`src/rtl/fb_pkg.sv`:
```
// Shared constants, FSM encoding and burst-address helper for the frame-buffer arbiter.
package fb_pkg;
  localparam int BURST_LEN    = 256;
  localparam int FRAME_BURSTS = 3600;
  localparam int BANK_SHIFT   = 20;
  localparam int FIFO_DEPTH   = 1024;
  localparam int RD_URGENT    = 256;
  localparam int ADDR_W       = 24;
  localparam int LVL_W        = 11;
  localparam int PTR_W        = 12;
  localparam int LEN_W        = 9;

  typedef enum logic [1:0] {
    ST_IDLE,
    ST_REQ,
    ST_WAIT_DONE
  } fb_state_e;

  function automatic logic [ADDR_W-1:0] burst_addr(input logic bank, input logic [PTR_W-1:0] ptr);
    return (ADDR_W'(bank) << BANK_SHIFT) | (ADDR_W'(ptr) << $clog2(BURST_LEN));
  endfunction
endpackage

```
`src/rtl/fb_addr_gen.sv`:
```
// One burst pointer with its frame-start pending flag and end-of-frame detection.
module fb_addr_gen
  import fb_pkg::*;
(
  input  logic             clk,
  input  logic             rst_n,
  input  logic             i_frame_start,
  input  logic             i_idle,
  input  logic             i_burst_done,
  output logic             o_restart,
  output logic [PTR_W-1:0] o_ptr,
  output logic             o_avail,
  output logic             o_frame_done
);
  logic [PTR_W-1:0] r_ptr;
  logic             r_pend;

  // The restart is visible to arbitration in the same idle cycle it is applied.
  assign o_restart    = i_idle & r_pend;
  assign o_ptr        = o_restart ? '0 : r_ptr;
  assign o_avail      = o_ptr < PTR_W'(FRAME_BURSTS);
  assign o_frame_done = i_burst_done & (r_ptr == PTR_W'(FRAME_BURSTS - 1));

  always_ff @(posedge clk or negedge rst_n) begin
    if (!rst_n) begin
      r_ptr  <= '0;
      r_pend <= 1'b0;
    end else begin
      // A pulse landing on the apply cycle re-arms the flag for the next idle window.
      r_pend <= i_frame_start | (r_pend & ~i_idle);
      if (o_restart)         r_ptr <= '0;
      else if (i_burst_done) r_ptr <= r_ptr + PTR_W'(1);
    end
  end
endmodule

```
`src/rtl/fb_rw_arbiter.sv`:
```
// Shares the SDRAM burst port between camera writes and display reads, with ping-pong banks.
module fb_rw_arbiter
  import fb_pkg::*;
(
  input  logic              clk,
  input  logic              rst_n,
  input  logic              init_done,
  input  logic [LVL_W-1:0]  wr_fifo_level,
  input  logic [LVL_W-1:0]  rd_fifo_level,
  input  logic              wr_frame_start,
  input  logic              rd_frame_start,
  output logic              mem_req,
  output logic              mem_we,
  output logic [ADDR_W-1:0] mem_addr,
  output logic [LEN_W-1:0]  mem_len,
  input  logic              mem_ack,
  input  logic              mem_done,
  output logic              wr_bank,
  output logic              rd_bank,
  output logic              frame_valid
);
  fb_state_e         r_state, w_state_nxt;
  logic              r_gnt_wr, r_last_wr, r_wr_bank, r_rd_bank, r_done_bank, r_frame_valid;
  logic [ADDR_W-1:0] r_addr;
  logic              w_idle, w_burst_done, w_wr_elig, w_rd_elig, w_grant, w_grant_rd;
  logic              w_wr_restart, w_rd_restart, w_wr_avail, w_rd_avail;
  logic              w_wr_frame_done, w_unused_rd_done;
  logic              w_wr_bank_eff, w_rd_bank_eff;
  logic [PTR_W-1:0]  w_wr_ptr, w_rd_ptr;

  assign w_idle       = (r_state == ST_IDLE);
  assign w_burst_done = (r_state == ST_WAIT_DONE) & mem_done;

  fb_addr_gen u_wr_ag (
    .clk(clk), .rst_n(rst_n), .i_frame_start(wr_frame_start), .i_idle(w_idle),
    .i_burst_done(w_burst_done & r_gnt_wr), .o_restart(w_wr_restart), .o_ptr(w_wr_ptr),
    .o_avail(w_wr_avail), .o_frame_done(w_wr_frame_done)
  );

  fb_addr_gen u_rd_ag (
    .clk(clk), .rst_n(rst_n), .i_frame_start(rd_frame_start), .i_idle(w_idle),
    .i_burst_done(w_burst_done & ~r_gnt_wr), .o_restart(w_rd_restart), .o_ptr(w_rd_ptr),
    .o_avail(w_rd_avail), .o_frame_done(w_unused_rd_done)
  );

  // Writer moves to the bank opposite the last finished frame; reader follows the finished one.
  assign w_wr_bank_eff = (w_wr_restart & r_frame_valid) ? ~r_done_bank : r_wr_bank;
  assign w_rd_bank_eff = (w_rd_restart & r_frame_valid) ?  r_done_bank : r_rd_bank;

  assign w_wr_elig = init_done && (wr_fifo_level >= LVL_W'(BURST_LEN)) && w_wr_avail;
  assign w_rd_elig = init_done && (rd_fifo_level <= LVL_W'(FIFO_DEPTH - BURST_LEN)) && w_rd_avail;

  always_comb begin
    w_state_nxt = r_state;
    w_grant     = w_rd_elig | w_wr_elig;
    w_grant_rd  = w_rd_elig & ((rd_fifo_level < LVL_W'(RD_URGENT)) | ~w_wr_elig | r_last_wr);
    unique case (r_state)
      ST_IDLE:      if (w_grant)  w_state_nxt = ST_REQ;
      ST_REQ:       if (mem_ack)  w_state_nxt = ST_WAIT_DONE;
      ST_WAIT_DONE: if (mem_done) w_state_nxt = ST_IDLE;
      default:                    w_state_nxt = ST_IDLE;
    endcase
  end

  always_ff @(posedge clk or negedge rst_n) begin
    if (!rst_n) r_state <= ST_IDLE;
    else        r_state <= w_state_nxt;
  end

  always_ff @(posedge clk or negedge rst_n) begin
    if (!rst_n) begin
      r_gnt_wr      <= 1'b0;
      r_last_wr     <= 1'b0;
      r_addr        <= '0;
      r_wr_bank     <= 1'b0;
      r_rd_bank     <= 1'b1;
      r_done_bank   <= 1'b0;
      r_frame_valid <= 1'b0;
    end else begin
      if (w_idle) begin
        r_wr_bank <= w_wr_bank_eff;
        r_rd_bank <= w_rd_bank_eff;
        if (w_grant) begin
          r_gnt_wr <= ~w_grant_rd;
          r_addr   <= w_grant_rd ? burst_addr(w_rd_bank_eff, w_rd_ptr)
                                 : burst_addr(w_wr_bank_eff, w_wr_ptr);
        end
      end
      if (w_burst_done) r_last_wr <= r_gnt_wr;
      if (w_wr_frame_done) begin
        r_done_bank   <= r_wr_bank;
        r_frame_valid <= 1'b1;
      end
    end
  end

  assign mem_req     = (r_state == ST_REQ);
  assign mem_we      = r_gnt_wr;
  assign mem_addr    = r_addr;
  assign mem_len     = LEN_W'(BURST_LEN);
  assign wr_bank     = r_wr_bank;
  assign rd_bank     = r_rd_bank;
  assign frame_valid = r_frame_valid;
endmodule

```
`config.mk`:
```
export PLATFORM = sky130hd
export DESIGN_NAME = fb_rw_arbiter
export DESIGN_NICKNAME = d
export VERILOG_FILES = /design/src/rtl/fb_pkg.sv /design/src/rtl/fb_addr_gen.sv /design/src/rtl/fb_rw_arbiter.sv
export SDC_FILE = /design/constraint.sdc
export NUM_CORES = 1
export LEC_CHECK = 0
export CAP_MARGIN = 20
export CELL_PAD_IN_SITES_DETAIL_PLACEMENT = 1
export CELL_PAD_IN_SITES_GLOBAL_PLACEMENT = 1
export CORE_MARGIN = 2
export CORE_UTILIZATION = 39
export CTS_BUF_LIST = sky130_fd_sc_hd__clkbuf_4
export CTS_CLUSTER_SIZE = 8
export DETAILED_ROUTE_END_ITERATION = 10
export PLACE_DENSITY_LB_ADDON = 0.05
export SLEW_MARGIN = 20
export SYNTH_ARGS = -nofsm -noshare
export SYNTH_HDL_FRONTEND = slang
export SYNTH_HIERARCHICAL = 1
export SYNTH_SLANG_ARGS = --single-unit
```
`constraint.sdc`:
```
create_clock -name clk -period 2.6 [get_ports clk]
set_input_delay 0.39 -clock clk [delete_from_list [all_inputs] [get_ports clk]]
set_output_delay 0.39 -clock clk [all_outputs]
set_load 0.02 [all_outputs]
```
==> run_summary.xml, run 1 <==
<?xml version="1.0" encoding="UTF-8"?>
<metrics>
  <group name="clock_tree">
    <metric name="clock_insertion_delay_worst_skew" unit="ps">360</metric>
    <metric name="setup_bufs_post_cts" unit="">0</metric>
    <metric name="cts_made_buffers" unit="">5</metric>
    <metric name="ctsLongestPathBuffers" unit="">2</metric>
    <metric name="cell_chosen_for_the_clock_root" unit="">clkbuf_4</metric>
    <metric name="worst_setup_hold_path_clk_slew" unit="ps">150</metric>
    <metric name="clock_tree_from_tritoncts" unit="">built</metric>
    <metric name="clkSinkCount" unit="">47</metric>
  </group>
  <group name="layout">
    <metric name="layout.cells.most_common_list" unit="">dfrtp_1, clkdlybuf4s50_1, nor2_1</metric>
    <metric name="logic_area" unit="um2">1470</metric>
    <metric name="final-seq-area" unit="um2">1180</metric>
    <metric name="flow.area_growth_from_synthesis" unit="%">19.5</metric>
    <metric name="net_count_reported_at_finish" unit="">383</metric>
    <metric name="diodes" unit="">0</metric>
    <metric name="final.fill_count" unit="">853</metric>
    <metric name="post_route_cells_drive_above_1_share" unit="%">15.3</metric>
  </group>
  <group name="setup_path">
    <metric name="critPathMaxFanout" unit="">12</metric>
    <metric name="start_kind" unit="">flip-flop</metric>
    <metric name="cp.required" unit="ps">2850</metric>
    <metric name="crit_arrival" unit="ps">2670</metric>
    <metric name="timing.reg2reg.worst_path_depth" unit="">8</metric>
    <metric name="path_class" unit="">reg -&gt; reg</metric>
  </group>
  <group name="final_timing">
    <metric name="timing.final.max_slew_violations" unit="">0</metric>
    <metric name="rsz0062_at_grt" unit="">no</metric>
    <metric name="timing.fmax" unit="MHz">412</metric>
    <metric name="setup-violations-final" unit="">0</metric>
    <metric name="slew-limit-headroom" unit="%">58.5</metric>
    <metric name="finalWorstPathRequiredPeriod" unit="ps">2430</metric>
    <metric name="timing.final.crit_share" unit="%">93.3</metric>
    <metric name="fin_worst_skew" unit="ps">13.9</metric>
    <metric name="worst_pin_slew" unit="ps">623</metric>
  </group>
  <group name="detailed_routing">
    <metric name="routed_wire_length_per_instance" unit="um">15.7</metric>
    <metric name="route.detailed.vias_per_inst" unit="">5.13</metric>
    <metric name="drtAntennaViolNets" unit="">0</metric>
    <metric name="drt_first_iter_violations" unit="">88</metric>
    <metric name="drcViolationCount" unit="">0</metric>
    <metric name="drt_first_pass_iters" unit="">4</metric>
  </group>
  <group name="logic_synthesis">
    <metric name="synthCells" unit="">307</metric>
    <metric name="ys.warnings.count" unit="">6</metric>
    <metric name="synth.cell_area" unit="um2">2860</metric>
    <metric name="synthesis.area_per_instance" unit="um2">9.32</metric>
  </group>
  <group name="placed_design">
    <metric name="gp_congestion" unit="">0.824</metric>
    <metric name="hpwl" unit="um">5440</metric>
  </group>
  <group name="floorplanning">
    <metric name="fp.dieW" unit="um">89.7</metric>
    <metric name="die_h" unit="um">89.7</metric>
    <metric name="design.die.area" unit="um2">8040</metric>
  </group>
  <group name="run">
    <metric name="drv_cap" unit="">0</metric>
    <metric name="tool_warnings" unit="">34</metric>
  </group>
  <group name="hold_path">
    <metric name="worstHoldPathType" unit="">reg -&gt; reg</metric>
    <metric name="hold_path_depth" unit="">1</metric>
  </group>
  <group name="grt">
    <metric name="grt_first_pass_wirelength" unit="um">11700</metric>
    <metric name="grt_overflow_total" unit="">0</metric>
    <metric name="grt_max_degree" unit="">48</metric>
    <metric name="globalRouteTotalUtil" unit="%">18.8</metric>
    <metric name="via_count_of_the_first_global_routing_pass" unit="">2337</metric>
    <metric name="number_of_antenna_violations_at_the_first_check_in_global_routing" unit="">0</metric>
  </group>
  <group name="pwr">
    <metric name="irDropWorstVdd" unit="uV">252</metric>
    <metric name="cellLeakagePower" unit="nW">1.52</metric>
  </group>
  <group name="run_status">
    <metric name="status" unit="">finished, final reports clean</metric>
  </group>
</metrics>
==> run 1: state kept, by name (all words and copies together) (netlist names) <==
register	flops
frame_valid	1
mem_addr	13
mem_we	1
r_done_bank	1
r_last_wr	1
r_state	2
rd_bank	1
u_rd_ag/r_pend	1
u_rd_ag/r_ptr	12
u_wr_ag/r_pend	1
u_wr_ag/r_ptr	12
wr_bank	1
==> run 1: report_power, final <==
group	switching [W]	leakage (nW)	internal (W)
Sequential	0.000115	0.614	0.000884
Combinational	0.000658	0.857	0.000498
Clock	0.000245	0.0452	0.000203
Total	0.00102	1.52	0.00158
==> run 1: critical path, stage by stage, from the launching register on <==
cell	delay, ps
dfrtp_1	460
or4_1	520
o21ai_0	250
buf_4	160
o311ai_1	100
or3_1	410
buf_4	200
nand4_1	120
a31oi_1	100
==> run 1: area by class of cell <==
cell class	count	area share (%)
multi-input combinational	232	43.0
tap	99	3.62
clock buffer	5	1.10
clock inverter	3	1.28
timing repair buffer	57	15.6
inverter	9	0.988
sequential	47	34.4
==> run 1: final timing paths <==
| check | start | end | slack [ps] |
|---|---|---|---|
| hold / removal | u_wr_ag/r_pend$_DFF_PN0_ | u_wr_ag/r_pend$_DFF_PN0_ | 500 |
| setup reg to reg | u_wr_ag/r_ptr[6]$_DFFE_PN0P_ | mem_addr[19]$_DFFE_PN0P_ | 170 |
| max in group asynchronous | rst_n | rd_bank$_DFFE_PN1P_ | 1800 |
| min in group asynchronous | rst_n | u_rd_ag/r_ptr[1]$_DFFE_PN0P_ | 530 |
| hold reg to reg | u_wr_ag/r_pend$_DFF_PN0_ | u_wr_ag/r_pend$_DFF_PN0_ | 500 |
| setup / recovery | u_wr_ag/r_ptr[6]$_DFFE_PN0P_ | mem_addr[19]$_DFFE_PN0P_ | 170 |
==> run 1: what timing repair did <==
action	in CTS	in global routing
endpoints found under the hold margin	44	0
setup endpoints to repair	0	0
hold buffers	1	0
==> run 1: per-layer routing <==
metal  wire length [um]  GRT usage (%)  share of wire [%]
met1               3470           26.1                 49
met3                 95           3.02                1.3
met2               3470           31.1                 49
met5                  0              0                  0
met4                 51           3.66               0.72
==> run 1: stage by stage <==
step                      hold slack (ps)  setup WS (ps)  instance area, um2  total power (W)  instances
after floorplan                      94.4            228                2930          0.00168        325
after global placement                402            220                3330          0.00217        443
after detailed placement              403            169                3330          0.00219        443
after CTS                             504            153                3420          0.00266        452
after global routing                  521           42.4                3420          0.00280        452
final                                 497            174                3420          0.00260        452
### Wires at chosen ports, followed through buffers, run 1

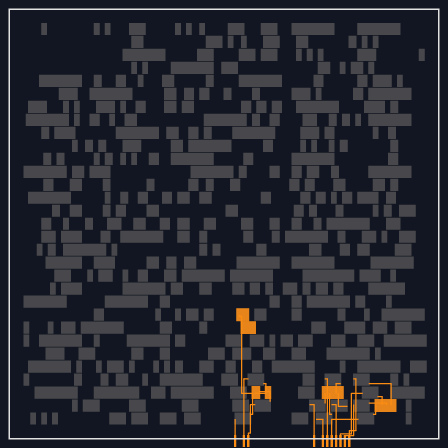
`rd_fifo_level`: shown in orange, bits 11, direction input, edge south, end cells 6, wire 168 um.
I/O pin total: 67
Port-buffer cells: 38

### M3 wires, run 1

Scale bar: 20 um.
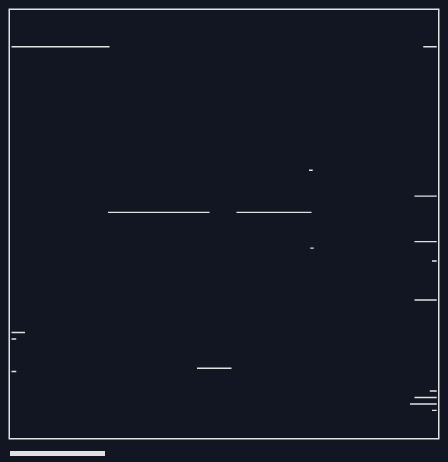
15 nets have wire on it. The longest straight run is 20.9 um.
aggregate routed wire length: 7080 um
detailed-route via count: 2318
global routing met3 resource utilization: 3.02%

### Placed standard cells, run 1

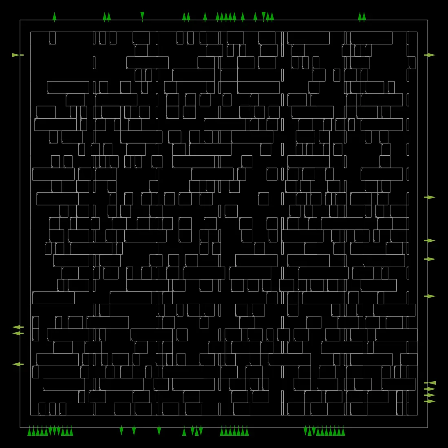
final cell count without fillers: 452
Rows: 31
final core utilization: 47.7%

### Placed cells, one colour a class, run 1

Fill, decap, tap and diode cells in grey.
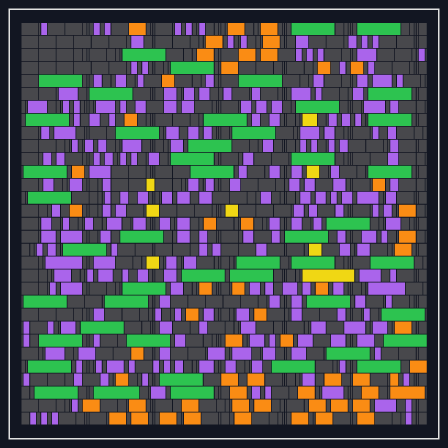
clock drivers and dummy loads: shown in yellow, cells 8, share of their area 2.5%. flip-flops: shown in green, cells 47, share of their area 36%. all other logic: shown in purple, cells 241, share of their area 46%. other buffers and delay cells: shown in orange, cells 57, share of their area 16%.
core region area: 7180 um2
post-route design area: 3420 um2
sequential portion of the cell area: 34.4%

==> run 2, diff against run 1 <==
Settings changed: CTS_CLUSTER_SIZE 8 to 30, GPL_ROUTABILITY_DRIVEN set to 0.
### Wires at chosen ports, followed through buffers, run 2

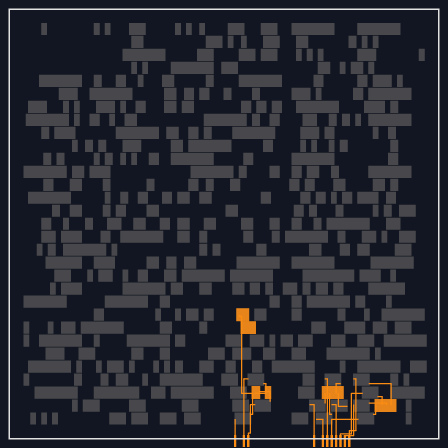
`rd_fifo_level`: shown in orange, bits 11, direction input, edge south, end cells 6, wire 168 um.

### M3 wires, run 2

Scale bar: 20 um.
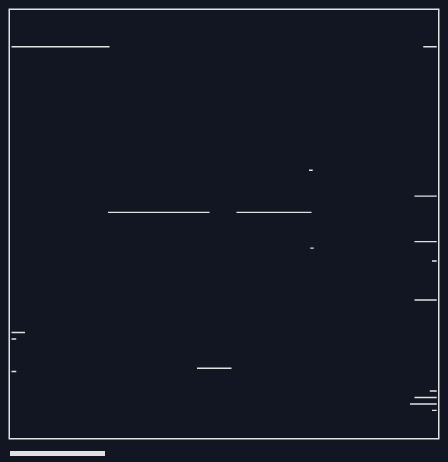
The wires run mostly horizontal. The longest straight run is 20.9 um. 15 nets have wire on it. The layer holds 1.4% of the routed length.

==> run 2 against run 1 <==
Effect of this change: utilization unchanged; sequential share of layout area stayed put; critical path depth is the same; combinational power hardly changed; highest routed layer unchanged.
==> run_summary.xml, run 2 <==
<?xml version="1.0" encoding="UTF-8"?>
<metrics>
  <group name="floorplanning">
    <metric name="die_h" unit="um">89.7</metric>
    <metric name="floorplanUtilization" unit="%">39.9</metric>
    <metric name="pin_count" unit="">67</metric>
    <metric name="fp.dieW" unit="um">89.7</metric>
    <metric name="fp.coreArea" unit="um2">7180</metric>
    <metric name="design.die.area" unit="um2">8040</metric>
    <metric name="placementRows" unit="">31</metric>
  </group>
  <group name="setup_path">
    <metric name="critPathMaxFanout" unit="">12</metric>
    <metric name="cp.required" unit="ps">2850</metric>
    <metric name="critical_path_end" unit="">mem_addr[19]$_DFFE_PN0P_</metric>
    <metric name="endpoint_kind" unit="">flip-flop</metric>
    <metric name="start_kind" unit="">flip-flop</metric>
    <metric name="crit_arrival" unit="ps">2670</metric>
    <metric name="worstReg2RegEnd" unit="">mem_addr[19]$_DFFE_PN0P_</metric>
    <metric name="startpoint" unit="">u_wr_ag/r_ptr[6]$_DFFE_PN0P_</metric>
    <metric name="path_class" unit="">reg -&gt; reg</metric>
    <metric name="regToRegStartpoint" unit="">u_wr_ag/r_ptr[6]$_DFFE_PN0P_</metric>
    <metric name="timing.reg2reg.setup_slack" unit="ps">170</metric>
    <metric name="timing.reg2reg.worst_path_depth" unit="">8</metric>
  </group>
  <group name="final_timing">
    <metric name="setup-violations-final" unit="">0</metric>
    <metric name="timing.fmax" unit="MHz">412</metric>
    <metric name="fin_worst_skew" unit="ps">13.9</metric>
    <metric name="slew-limit-headroom" unit="%">58.5</metric>
    <metric name="timing.final.crit_share" unit="%">93.3</metric>
    <metric name="finalHoldViolCount" unit="">0</metric>
    <metric name="finalWorstPathRequiredPeriod" unit="ps">2430</metric>
    <metric name="rsz0062_at_grt" unit="">no</metric>
    <metric name="timing.final.max_slew_violations" unit="">0</metric>
    <metric name="fin_tns_setup" unit="ps">0</metric>
    <metric name="worst_pin_slew" unit="ps">623</metric>
  </group>
  <group name="logic_synthesis">
    <metric name="synthesis.area_per_instance" unit="um2">9.32</metric>
    <metric name="synthCells" unit="">307</metric>
    <metric name="synth.cell_area" unit="um2">2860</metric>
    <metric name="ys.warnings.count" unit="">6</metric>
  </group>
  <group name="clock_tree">
    <metric name="clkSinkCount" unit="">47</metric>
    <metric name="setup_bufs_post_cts" unit="">0</metric>
    <metric name="ctsLongestPathBuffers" unit="">2</metric>
    <metric name="clock_insertion_delay_worst_skew" unit="ps">360</metric>
    <metric name="cts_made_buffers" unit="">5</metric>
    <metric name="cell_chosen_for_the_clock_root" unit="">clkbuf_4</metric>
    <metric name="worst_setup_hold_path_clk_slew" unit="ps">150</metric>
    <metric name="cts_max_level" unit="">2</metric>
    <metric name="clock_tree_from_tritoncts" unit="">built</metric>
  </group>
  <group name="grt">
    <metric name="grt_max_degree" unit="">48</metric>
    <metric name="via_count_of_the_first_global_routing_pass" unit="">2337</metric>
    <metric name="globalRouteTotalUtil" unit="%">18.8</metric>
    <metric name="grt_overflow_total" unit="">0</metric>
    <metric name="grt_first_pass_wirelength" unit="um">11700</metric>
    <metric name="number_of_antenna_violations_at_the_first_check_in_global_routing" unit="">0</metric>
  </group>
  <group name="layout">
    <metric name="flow.area_growth_from_synthesis" unit="%">19.5</metric>
    <metric name="layout.cells.most_common" unit="">dfrtp_1</metric>
    <metric name="diodes" unit="">0</metric>
    <metric name="post_route_cells_drive_above_1_share" unit="%">15.3</metric>
    <metric name="final.fill_count" unit="">853</metric>
    <metric name="largest_register_ffs" unit="">13</metric>
    <metric name="layout.cells.most_common_list" unit="">dfrtp_1, clkdlybuf4s50_1, nor2_1</metric>
    <metric name="net_count_reported_at_finish" unit="">383</metric>
  </group>
  <group name="pwr">
    <metric name="design_power_total" unit="W">0.00260</metric>
    <metric name="powerDensity" unit="nW/um2">761</metric>
    <metric name="irDropWorstVdd" unit="uV">252</metric>
    <metric name="cellLeakagePower" unit="nW">1.52</metric>
  </group>
  <group name="hold_path">
    <metric name="worstHoldPathType" unit="">reg -&gt; reg</metric>
  </group>
  <group name="detailed_routing">
    <metric name="num_vias" unit="">2318</metric>
    <metric name="routed_wire_length_per_instance" unit="um">15.7</metric>
    <metric name="route.detailed.vias_per_inst" unit="">5.13</metric>
    <metric name="drcViolationCount" unit="">0</metric>
    <metric name="drtAntennaViolNets" unit="">0</metric>
    <metric name="drt_first_iter_violations" unit="">88</metric>
    <metric name="drt-total-wl" unit="um">7080</metric>
    <metric name="drt_first_pass_iters" unit="">4</metric>
  </group>
  <group name="run_status">
    <metric name="status" unit="">finished, final reports clean</metric>
  </group>
  <group name="placed_design">
    <metric name="hpwl" unit="um">5440</metric>
    <metric name="io_buffer_count" unit="">38</metric>
  </group>
  <group name="run">
    <metric name="drv_cap" unit="">0</metric>
    <metric name="tool_warnings" unit="">34</metric>
  </group>
</metrics>
run 2: repair_timing:
item,CTS,global route
hold endpoints to repair,44,0
hold buffers,1,0
resized,0,0
run 2: how the worst min path moves through the flow:
stage                        startpoint                            to  slack (ps)  cells after the start
2_1_floorplan                     rst_n       frame_valid$_DFFE_PN0P_          90                      0
3_3_place_gp                      rst_n  u_rd_ag/r_ptr[0]$_DFFE_PN0P_         400                      2
3_5_place_dp                      rst_n  u_rd_ag/r_ptr[2]$_DFFE_PN0P_         400                      2
4_1_cts        u_rd_ag/r_pend$_DFF_PN0_      u_rd_ag/r_pend$_DFF_PN0_         500                      1
5_1_grt        u_wr_ag/r_pend$_DFF_PN0_      u_wr_ag/r_pend$_DFF_PN0_         520                      1
6_report       u_wr_ag/r_pend$_DFF_PN0_      u_wr_ag/r_pend$_DFF_PN0_         500                      1
run 2: area by class of cell:
cell class / count / area (um2) / area share (%)
clock buffers: 5 / 37.5 / 1.10
repair buffers: 57 / 533 / 15.6
multi-input cells: 232 / 1470 / 43.0
clock inverters: 3 / 43.8 / 1.28
inverters: 9 / 33.8 / 0.988
well taps: 99 / 124 / 3.62
flip-flops and latches: 47 / 1180 / 34.4
run 2: metrics by stage:
| step | cell area [um2] | instances | hold slack (ps) | util, % | worst slack, ps |
|---|---|---|---|---|---|
| after floorplan | 2930 | 325 | 94.4 | - | 228 |
| after global placement | 3330 | 443 | 402 | 46.3 | 220 |
| after detailed placement | 3330 | 443 | 403 | 46.3 | 169 |
| after CTS | 3420 | 452 | 504 | 47.6 | 153 |
| after global routing | 3420 | 452 | 521 | 47.7 | 42.4 |
| final | 3420 | 452 | 497 | 47.7 | 174 |
run 2: power by group:
group          internal [W]  switching [W]  leakage (nW)
Sequential         0.000884       0.000115         0.614
Clock              0.000203       0.000245        0.0452
Combinational      0.000498       0.000658         0.857
run 2: critical path: stages (launching register included):
cell,delay (ps)
dfrtp_1,460
or4_1,520
o21ai_0,250
buf_4,160
o311ai_1,100
or3_1,410
buf_4,200
nand4_1,120
a31oi_1,100
run 2: layer usage:
| layer | up-vias | global-route usage (%) | wire length, um |
|---|---|---|---|
| li1 | 1154 | - | - |
| met1 | 1141 | 26.1 | 3470 |
| met2 | 18 | 31.1 | 3470 |
| met3 | 5 | 3.02 | 95 |
| met4 | 0 | 3.66 | 51 |
| met5 | - | 0 | 0 |
### Placed standard cells, run 2

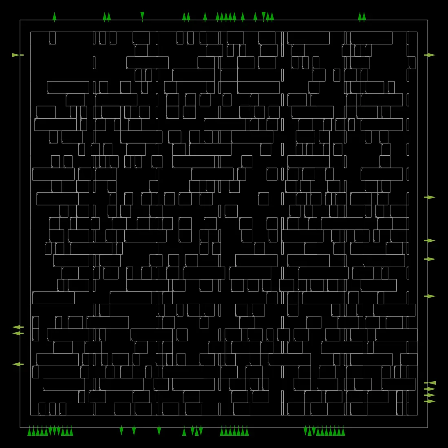

==> run 3, diff against run 2 <==
Settings changed: PLACE_DENSITY set to 0.89, PLACE_DENSITY_LB_ADDON 0.05 to not set.
### Placed standard cells, run 3

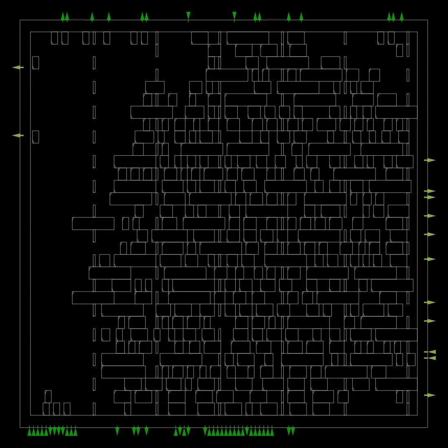
sequential cell count of the final layout: 47
tap cell count: 99
sequential portion of the cell area: 34.9%

### M2 wires, run 3

Cells faint in the background.
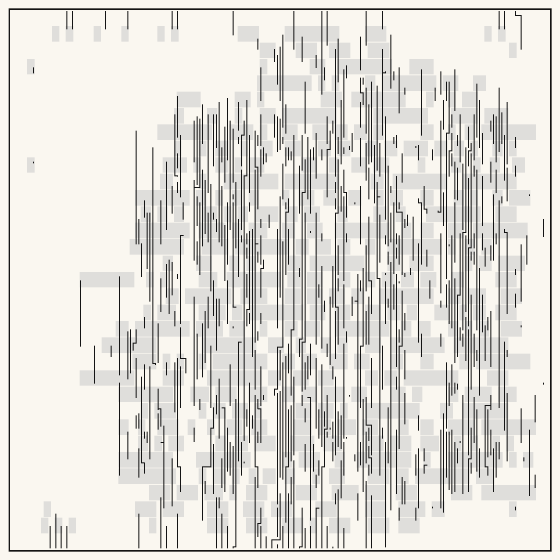
The layer carries 3820 um of wire. 334 nets have wire on it. The layer holds 52% of the routed length.
aggregate routed wire length: 7340 um
detailed-route via count: 2398
grt met2 use: 35.2%

==> run 3 against run 2 <==
Effect of this change: highest routed layer unchanged; via count grew 3.5%; largest power group unchanged; critical path depth increased by 4; non-clock buffer count unchanged; area after synthesis is the same; critical endpoint is now mem_addr[20]$_DFFE_PN0P_; the flow now finishes with violations (negative hold slack); synthesized cell count stayed put.
==> run_summary.xml, run 3 <==
<?xml version="1.0" encoding="UTF-8"?>
<metrics>
  <group name="logic_synthesis">
    <metric name="ys.warnings.count" unit="">6</metric>
    <metric name="synthesis.area_per_instance" unit="um2">9.32</metric>
    <metric name="synth.cell_area" unit="um2">2860</metric>
    <metric name="synthCells" unit="">307</metric>
  </group>
  <group name="placed_design">
    <metric name="io_buffer_count" unit="">38</metric>
    <metric name="hpwl" unit="um">5750</metric>
  </group>
  <group name="detailed_routing">
    <metric name="maxUsedRoutingLayer" unit="">met4</metric>
    <metric name="drcViolationCount" unit="">0</metric>
    <metric name="wl_met3" unit="um">316</metric>
    <metric name="route.met2.wl" unit="um">3820</metric>
    <metric name="drtAntennaViolNets" unit="">0</metric>
    <metric name="routed_wire_length_per_instance" unit="um">16.2</metric>
    <metric name="wirelength_met1" unit="um">3050</metric>
    <metric name="drt_first_iter_violations" unit="">97</metric>
    <metric name="drt_first_pass_iters" unit="">4</metric>
  </group>
  <group name="floorplanning">
    <metric name="fp.coreArea" unit="um2">7180</metric>
    <metric name="placementRows" unit="">31</metric>
    <metric name="fp.dieW" unit="um">89.7</metric>
    <metric name="design.die.area" unit="um2">8040</metric>
    <metric name="floorplanUtilization" unit="%">39.9</metric>
    <metric name="die_h" unit="um">89.7</metric>
    <metric name="pin_count" unit="">67</metric>
  </group>
  <group name="pwr">
    <metric name="switching_share" unit="%">40.4</metric>
    <metric name="clock_power_share" unit="%">14.3</metric>
    <metric name="internal_power" unit="W">0.00152</metric>
    <metric name="netSwitchingPower" unit="W">0.00103</metric>
    <metric name="share_seq_of_total_power" unit="%">39.2</metric>
    <metric name="cellLeakagePower" unit="nW">1.50</metric>
    <metric name="design_power_total" unit="W">0.00254</metric>
  </group>
  <group name="final_timing">
    <metric name="finalWorstPathRequiredPeriod" unit="ps">2420</metric>
    <metric name="slew-limit-headroom" unit="%">61.7</metric>
    <metric name="timing.final.crit_share" unit="%">93.1</metric>
    <metric name="fin_tns_setup" unit="ps">0</metric>
    <metric name="timing.fmax" unit="MHz">413</metric>
    <metric name="final.hold.worst_slack" unit="ps">-6.99</metric>
    <metric name="fin_worst_skew" unit="ps">9.25</metric>
    <metric name="rsz0062_at_grt" unit="">no</metric>
    <metric name="finalHoldViolCount" unit="">17</metric>
  </group>
  <group name="run">
    <metric name="tool_warnings" unit="">34</metric>
  </group>
  <group name="clock_tree">
    <metric name="ctsLongestPathBuffers" unit="">2</metric>
    <metric name="cell_chosen_for_the_clock_root" unit="">clkbuf_4</metric>
    <metric name="cts-resized-gates" unit="">0</metric>
    <metric name="clkSinkCount" unit="">47</metric>
    <metric name="clock_tree_from_tritoncts" unit="">built</metric>
    <metric name="cts_made_buffers" unit="">5</metric>
    <metric name="setup_bufs_post_cts" unit="">0</metric>
    <metric name="hold_buffers" unit="">0</metric>
  </group>
  <group name="setup_path">
    <metric name="endpoint_kind" unit="">flip-flop</metric>
    <metric name="timing.reg2reg.worst_path_depth" unit="">12</metric>
    <metric name="cp.required" unit="ps">2890</metric>
    <metric name="crit_arrival" unit="ps">2700</metric>
    <metric name="worstReg2RegEnd" unit="">mem_addr[20]$_DFFE_PN0P_</metric>
  </group>
  <group name="grt">
    <metric name="grt_max_degree" unit="">27</metric>
    <metric name="grt_first_pass_wirelength" unit="um">12400</metric>
    <metric name="via_count_of_the_first_global_routing_pass" unit="">2529</metric>
    <metric name="number_of_antenna_violations_at_the_first_check_in_global_routing" unit="">0</metric>
  </group>
  <group name="layout">
    <metric name="largest_register_ffs" unit="">13</metric>
    <metric name="post_route_design_area" unit="um2">3380</metric>
    <metric name="layout.cells.most_common" unit="">dfrtp_1</metric>
    <metric name="layout.cells.most_common_list" unit="">dfrtp_1, clkdlybuf4s50_1, nor2_1</metric>
    <metric name="net_count_reported_at_finish" unit="">383</metric>
    <metric name="post_route_cells_drive_above_1_share" unit="%">15.3</metric>
    <metric name="flow.area_growth_from_synthesis" unit="%">18.1</metric>
  </group>
  <group name="run_status">
    <metric name="failed_checks" unit="">negative hold slack</metric>
    <metric name="status" unit="">finished, violations left</metric>
  </group>
</metrics>
-- run 3: cell type report --
type	count	area, um2
fill	845	3800
clock buffer	7	52.6
timing repair buffer	57	518
multi-input combinational	232	1470
tap	99	124
clock inverter	1	5.00
sequential	47	1180
inverter	9	33.8
-- run 3: metrics by stage --
stage / hold WS, ps / utilization, % / setup slack (ps) / cells
floorplan: 94.4 / - / 228 / 325
global placement: 420 / 46.3 / 187 / 444
detailed placement: 426 / 46.3 / 138 / 444
CTS: 11.0 / 47.1 / 86.5 / 452
global route: 18.2 / 47.1 / 33.2 / 452
finish: -6.99 / 47.1 / 181 / 452
-- run 3: how the worst max path moves through the flow --
| stage | start | to | slack, ps |
|---|---|---|---|
| detailed placement | u_wr_ag/r_ptr[7]$_DFFE_PN0P_ | mem_addr[16]$_DFFE_PN0P_ | 140 |
| floorplan | r_state[0]$_DFFE_PN0P_ | mem_addr[11]$_DFFE_PN0P_ | 230 |
| CTS | u_wr_ag/r_ptr[7]$_DFFE_PN0P_ | mem_addr[9]$_DFFE_PN0P_ | 90 |
| finish | r_state[0]$_DFFE_PN0P_ | mem_addr[20]$_DFFE_PN0P_ | 180 |
| global route | r_state[0]$_DFFE_PN0P_ | mem_addr[20]$_DFFE_PN0P_ | 30 |
| global placement | u_wr_ag/r_ptr[7]$_DFFE_PN0P_ | mem_addr[17]$_DFFE_PN0P_ | 190 |
-- run 3: power groups by stage --
stage	Combinational, W	Sequential, W	Clock (W)
4_1_cts	0.00119	0.00100	0.000377
3_3_place_gp	0.00114	0.00101	0
5_1_grt	0.00130	0.00102	0.000403
2_1_floorplan	0.000559	0.00112	0
3_5_place_dp	0.00118	0.00101	0
6_report	0.00118	0.000998	0.000364
-- run 3: routing by layer --
metal	vias to the layer above	global-route usage, %
li1	1148	-
met1	1193	24.2
met2	45	35.2
met3	12	3.66
met4	0	7.19
met5	-	0
-- run 3: critical path, cell delays in order, from the launching register on --
cell,delay (ps)
dfrtp_1,420
nor2_1,90
buf_4,160
nand2_1,100
inv_1,70
nor2_1,150
o21ai_0,120
buf_4,160
and3b_1,180
a32o_2,300
buf_4,170
or3b_1,340
o31ai_1,70
Power and IR drop assume default switching activity.
